$ cat src/rtl/particle_stream_receiver.sv
// Receiver for the quad-lane inter-FPGA particle link: synchronizes copi/dclk/cs,
// reassembles words into the hidden bank and commits the bank only on a clean frame.
module particle_stream_receiver #(
  parameter int DATA_WIDTH  = 16,
  parameter int DATA_LINES  = 4,
  parameter int ELEMENTS    = 2,
  parameter int ADDR_WIDTH  = (ELEMENTS > 1) ? $clog2(ELEMENTS) : 1,
  parameter int SYNC_STAGES = 2
) (
  input  logic                  clk_in,
  input  logic                  rst,
  input  logic [DATA_LINES-1:0] copi_in,
  input  logic                  dclk_in,
  input  logic                  cs_in,
  output logic [ADDR_WIDTH:0]   addr_out,
  output logic [DATA_WIDTH-1:0] mem_out,
  output logic                  mem_write_enable,
  output logic                  mem_enable,
  output logic                  bank_out,
  output logic                  frame_done,
  output logic                  frame_error
);

  localparam int NIBBLES = DATA_WIDTH / DATA_LINES;
  localparam int NIB_W   = (NIBBLES > 1) ? $clog2(NIBBLES) : 1;

  typedef enum logic {IDLE, RECEIVE} state_t;

  state_t state_q, state_d;

  logic [SYNC_STAGES-1:0][DATA_LINES-1:0] copi_sync_r;
  logic [SYNC_STAGES-1:0]                 dclk_sync_r;
  logic [SYNC_STAGES-1:0]                 cs_sync_r;
  logic [SYNC_STAGES:0]                   sync_fill;
  logic                                   dclk_prev, cs_prev, cs_armed;

  logic [DATA_WIDTH-1:0] shift, shift_next;
  logic [NIB_W-1:0]      nibble_cnt;
  logic [ADDR_WIDTH:0]   word_cnt;
  logic                  overflow;

  logic start, shift_en, word_done, frame_end, good;

  wire [DATA_LINES-1:0] copi_s = copi_sync_r[SYNC_STAGES-1];
  wire dclk_s    = dclk_sync_r[SYNC_STAGES-1];
  wire cs_s      = cs_sync_r[SYNC_STAGES-1];
  wire dclk_rise = dclk_s & ~dclk_prev;
  wire cs_rise   = cs_s & ~cs_prev;
  // A fall only counts once cs has been seen high after reset, so a cs held low
  // through reset cannot masquerade as a new frame.
  wire cs_fall   = ~cs_s & cs_prev & cs_armed;

  generate
    if (NIBBLES > 1) begin : g_shift
      assign shift_next = {shift[DATA_WIDTH-DATA_LINES-1:0], copi_s};
    end else begin : g_shift_one
      assign shift_next = copi_s;
    end
  endgenerate

  assign mem_enable = mem_write_enable;

  always_comb begin
    // NOTE: every signal gets a default first so no path through the case infers a latch.
    state_d   = state_q;
    start     = 1'b0;
    shift_en  = 1'b0;
    word_done = 1'b0;
    frame_end = 1'b0;
    good      = 1'b0;
    case (state_q)
      IDLE: begin
        if (cs_fall) begin
          start   = 1'b1;
          state_d = RECEIVE;
        end
      end
      RECEIVE: begin
        if (cs_rise) begin
          frame_end = 1'b1;
          good      = (word_cnt == (ADDR_WIDTH+1)'(ELEMENTS)) && (nibble_cnt == '0) && !overflow;
          state_d   = IDLE;
        end else if (dclk_rise) begin
          shift_en  = 1'b1;
          word_done = (nibble_cnt == NIB_W'(NIBBLES - 1));
        end
      end
      default: state_d = IDLE;
    endcase
  end

  always_ff @(posedge clk_in) begin
    // NOTE: non-blocking assignments so every flop samples pre-edge values regardless of order.
    if (rst) begin
      state_q          <= IDLE;
      copi_sync_r      <= '0;
      dclk_sync_r      <= '0;
      cs_sync_r        <= '1;
      sync_fill        <= '0;
      dclk_prev        <= 1'b0;
      cs_prev          <= 1'b1;
      cs_armed         <= 1'b0;
      shift            <= '0;
      nibble_cnt       <= '0;
      word_cnt         <= '0;
      overflow         <= 1'b0;
      addr_out         <= '0;
      mem_out          <= '0;
      mem_write_enable <= 1'b0;
      bank_out         <= 1'b0;
      frame_done       <= 1'b0;
      frame_error      <= 1'b0;
    end else begin
      state_q     <= state_d;
      copi_sync_r <= {copi_sync_r[SYNC_STAGES-2:0], copi_in};
      dclk_sync_r <= {dclk_sync_r[SYNC_STAGES-2:0], dclk_in};
      cs_sync_r   <= {cs_sync_r[SYNC_STAGES-2:0], cs_in};
      sync_fill   <= {sync_fill[SYNC_STAGES-1:0], 1'b1};
      dclk_prev   <= dclk_s;
      cs_prev     <= cs_s;
      if (sync_fill[SYNC_STAGES] && cs_s) cs_armed <= 1'b1;

      mem_write_enable <= 1'b0;
      frame_done       <= 1'b0;
      frame_error      <= 1'b0;

      if (start) begin
        shift      <= '0;
        nibble_cnt <= '0;
        word_cnt   <= '0;
        overflow   <= 1'b0;
      end

      if (shift_en) begin
        shift      <= shift_next;
        nibble_cnt <= (nibble_cnt == NIB_W'(NIBBLES - 1)) ? '0 : nibble_cnt + 1'b1;
      end

      if (word_done) begin
        if (word_cnt < (ADDR_WIDTH+1)'(ELEMENTS)) begin
          mem_write_enable <= 1'b1;
          mem_out          <= shift_next;
          addr_out         <= {~bank_out, word_cnt[ADDR_WIDTH-1:0]};
          word_cnt         <= word_cnt + 1'b1;
        end else begin
          overflow <= 1'b1;
        end
      end

      if (frame_end) begin
        if (good) begin
          frame_done <= 1'b1;
          bank_out   <= ~bank_out;
        end else begin
          frame_error <= 1'b1;
        end
      end
    end
  end

endmodule

$ cat config.mk
export PLATFORM = sky130hd
export DESIGN_NAME = particle_stream_receiver
export DESIGN_NICKNAME = d
export VERILOG_FILES = /design/src/rtl/particle_stream_receiver.sv
export SDC_FILE = /design/constraint.sdc
export NUM_CORES = 1
export LEC_CHECK = 0
export CAP_MARGIN = 10
export CORE_ASPECT_RATIO = 1.2
export CORE_UTILIZATION = 40
export DETAILED_ROUTE_END_ITERATION = 6
export GPL_TIMING_DRIVEN = 0
export PLACE_DENSITY = 0.58
export SETUP_SLACK_MARGIN = 0.2
export SLEW_MARGIN = 30
export SYNTH_ARGS = -nofsm -noshare
export SYNTH_HDL_FRONTEND = slang
export SYNTH_SLANG_ARGS = --single-unit
$ cat constraint.sdc
create_clock -name clk_in -period 1.63 [get_ports clk_in]
set_input_delay 0.326 -clock clk_in [delete_from_list [all_inputs] [get_ports clk_in]]
set_output_delay 0.326 -clock clk_in [all_outputs]
set_load 0.01 [all_outputs]
Fig. 1: run 1, where the registers sit
Scale bar: 20 um. Other sequential cells in the stronger grey, the rest of the logic in the fainter grey.
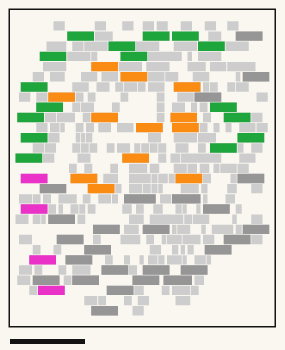
copi_sync_r: in magenta, placed flops 4. shift: in orange, placed flops 12. mem_out: in green, placed flops 16.
Another 26 sequential cells are not coloured.
Flop area: 1170 sq um
Seq group: 1.44 mW
Seq/total area: 37.6%
Post-Route Utilization: 57.8%

Fig. 2: run 1, gate-type map
Scale bar: 20 um.
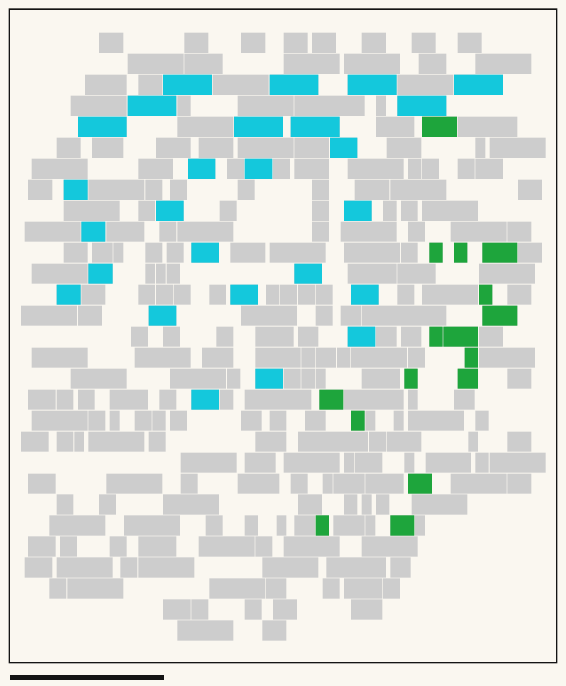
AND-OR and OR-AND gates: in cyan, cells 26. inverting AOI/OAI gates: in green, cells 16, where middle right.
logic share of the area: 37.4%
Commonest Layout Cell: dfxtp_1
Non-Filler Instances: 334

Fig. 3: run 1, congestion heat map
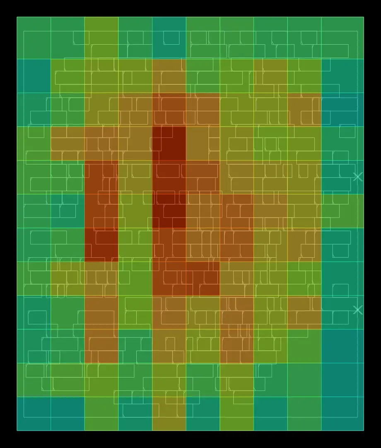
wire per inst: 16.2 um
grt met1 use: 23.2%
GRT busiest layer: met2

==> results.py, run 1 <==
# Flow results
metrics = {
    "status": {
        "status": "finished, violations left",
        "violations": "design-rule violations",
    },
    "finish": {
        "nFlopsAndLatches": 58,
        "final_area_sq_um": 3100,
        "logic_area_sq_um": 1160,
    },
    "global_routing": {
        "grt_overflow": 0,
        "track_usage_pct": 18.5,
        "grtUsageMet3_pct": 6.12,
        "grt_max_degree": 11,
    },
    "placed_design": {
        "place_inst": 311,
    },
    "final_timing": {
        "setup_violations": 0,
        "worst_slack_ps": 197,
    },
    "route": {
        "route.detailed.drc": 4,
        "dr.pass1.iters": 6,
        "met1_length_mm": 2.52,
        "wl_met3_um": 235,
    },
    "power": {
        "power.switching_uw": 618,
        "power_frac_clock_pct": 44.5,
        "p_per_area_nw_per_um2": 904,
        "powerComb_uw": 113,
        "internal-power_mw": 2.19,
        "combinationalPowerShare_pct": 4.0,
        "power_frac_seq_pct": 51.5,
    },
    "critical_path": {
        "ff2ff_path_depth": 5,
        "crit_cells": 5,
        "crit_chain": "ha_4 > and4bb_4 > nand3_4 > clkbuf_16 > a31o_4",
        "crit_end": "mem_out[5]",
        "crit_buf_inv": 1,
    },
    "clocking": {
        "clock-sinks": 58,
        "post-cts-setup-buffer-count": 1,
        "cts_hold_buffers": 0,
    },
    "synthesis": {
        "synth_area_sq_um": 2270,
        "fa_ha_area_share_pct": 1.10,
        "synthTopCellsByArea": "dfxtp_1 (51%), nor4_1 (7.2%), a41o_1 (5.7%)",
        "postSynthCellCount": 219,
    },
    "run": {
        "warning_count": 29,
    },
    "floorplanning": {
        "num_io_pins": 31,
        "die_w_um": 70.7,
    },
}
==> inputs of run 2 (changes only) <==
- RECOVER_POWER: not set -> 25
Fig. 4: run 2, gate-type map
Scale bar: 20 um.
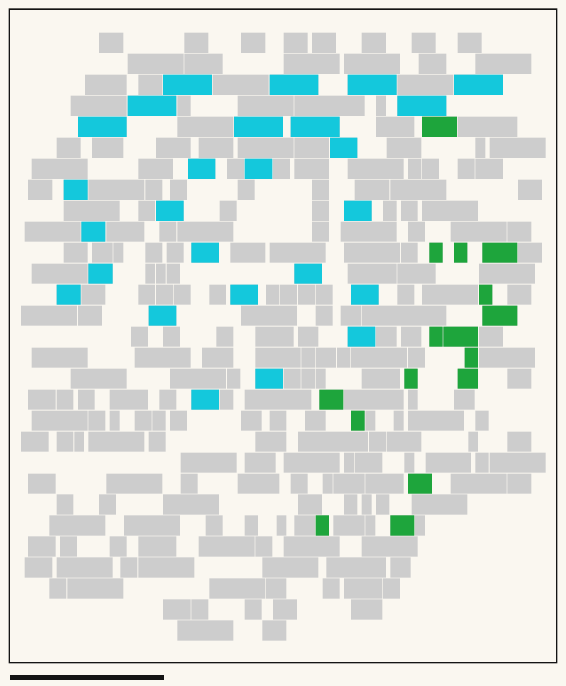
AND-OR and OR-AND gates: in cyan, cells 26. inverting AOI/OAI gates: in green, cells 16, where middle right.

Fig. 5: run 2, where the registers sit
Scale bar: 20 um. Other sequential cells in the stronger grey, the rest of the logic in the fainter grey.
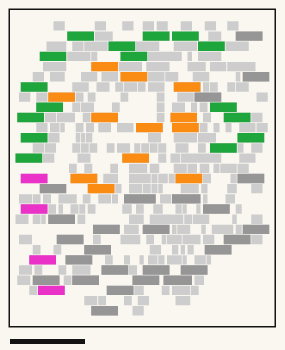
shift: in orange, placed flops 12. copi_sync_r: in magenta, placed flops 4. mem_out: in green, placed flops 16.
Another 26 sequential cells are not coloured.

==> results.py, run 2 <==
# Flow results
metrics = {
    "status": {
        "status": "finished, violations left",
        "violations": "design-rule violations",
    },
    "power": {
        "p_per_area_nw_per_um2": 904,
        "seq_cell_power_mw": 1.44,
        "power_frac_seq_pct": 51.5,
        "power_frac_clock_pct": 44.5,
        "powerComb_uw": 113,
        "power.switching_uw": 618,
    },
    "finish": {
        "final_area_sq_um": 3100,
        "sh_seq_area_pct": 37.6,
        "nFlopsAndLatches": 58,
        "comb_share_pct": 37.4,
        "stdcell_count": 334,
        "layout_top_cell": "dfxtp_1",
        "logic_area_sq_um": 1160,
    },
    "floorplanning": {
        "die_w_um": 70.7,
        "die_h_um": 84.5,
        "num_io_pins": 31,
    },
    "global_routing": {
        "grt_max_degree": 11,
        "grtUsageMet1_pct": 23.2,
        "track_usage_pct": 18.5,
        "grt_overflow": 0,
        "grtUsageMet3_pct": 6.12,
        "gr-max-usage-layer": "met2",
    },
    "run": {
        "warning_count": 29,
    },
    "critical_path": {
        "crit_buf_inv": 1,
        "crit_start": "nibble_cnt[1]",
        "ff2ff_setup_slack_ps": 200,
        "crit_end": "mem_out[5]",
        "crit_type": "register to register",
        "crit_chain": "ha_4 > and4bb_4 > nand3_4 > clkbuf_16 > a31o_4",
        "crit_cells": 5,
    },
    "synthesis": {
        "fa_ha_area_share_pct": 1.10,
        "yosys_area_sq_um": 2270,
        "synth_area_sq_um": 2270,
    },
    "clocking": {
        "clock-sinks": 58,
        "post-cts-setup-buffer-count": 1,
        "cts_hold_buffers": 0,
    },
    "route": {
        "wl_met3_um": 235,
        "met1_length_mm": 2.52,
        "wl_per_cell_um": 16.2,
        "route.detailed.drc": 4,
        "dr.pass1.iters": 6,
    },
    "placed_design": {
        "place_inst": 311,
        "pre_cts_slack_ps": -482,
    },
    "final_timing": {
        "worst_slack_ps": 197,
        "setup_violations": 0,
    },
}
No activity file was given, so power comes from the tool's default toggle rates.
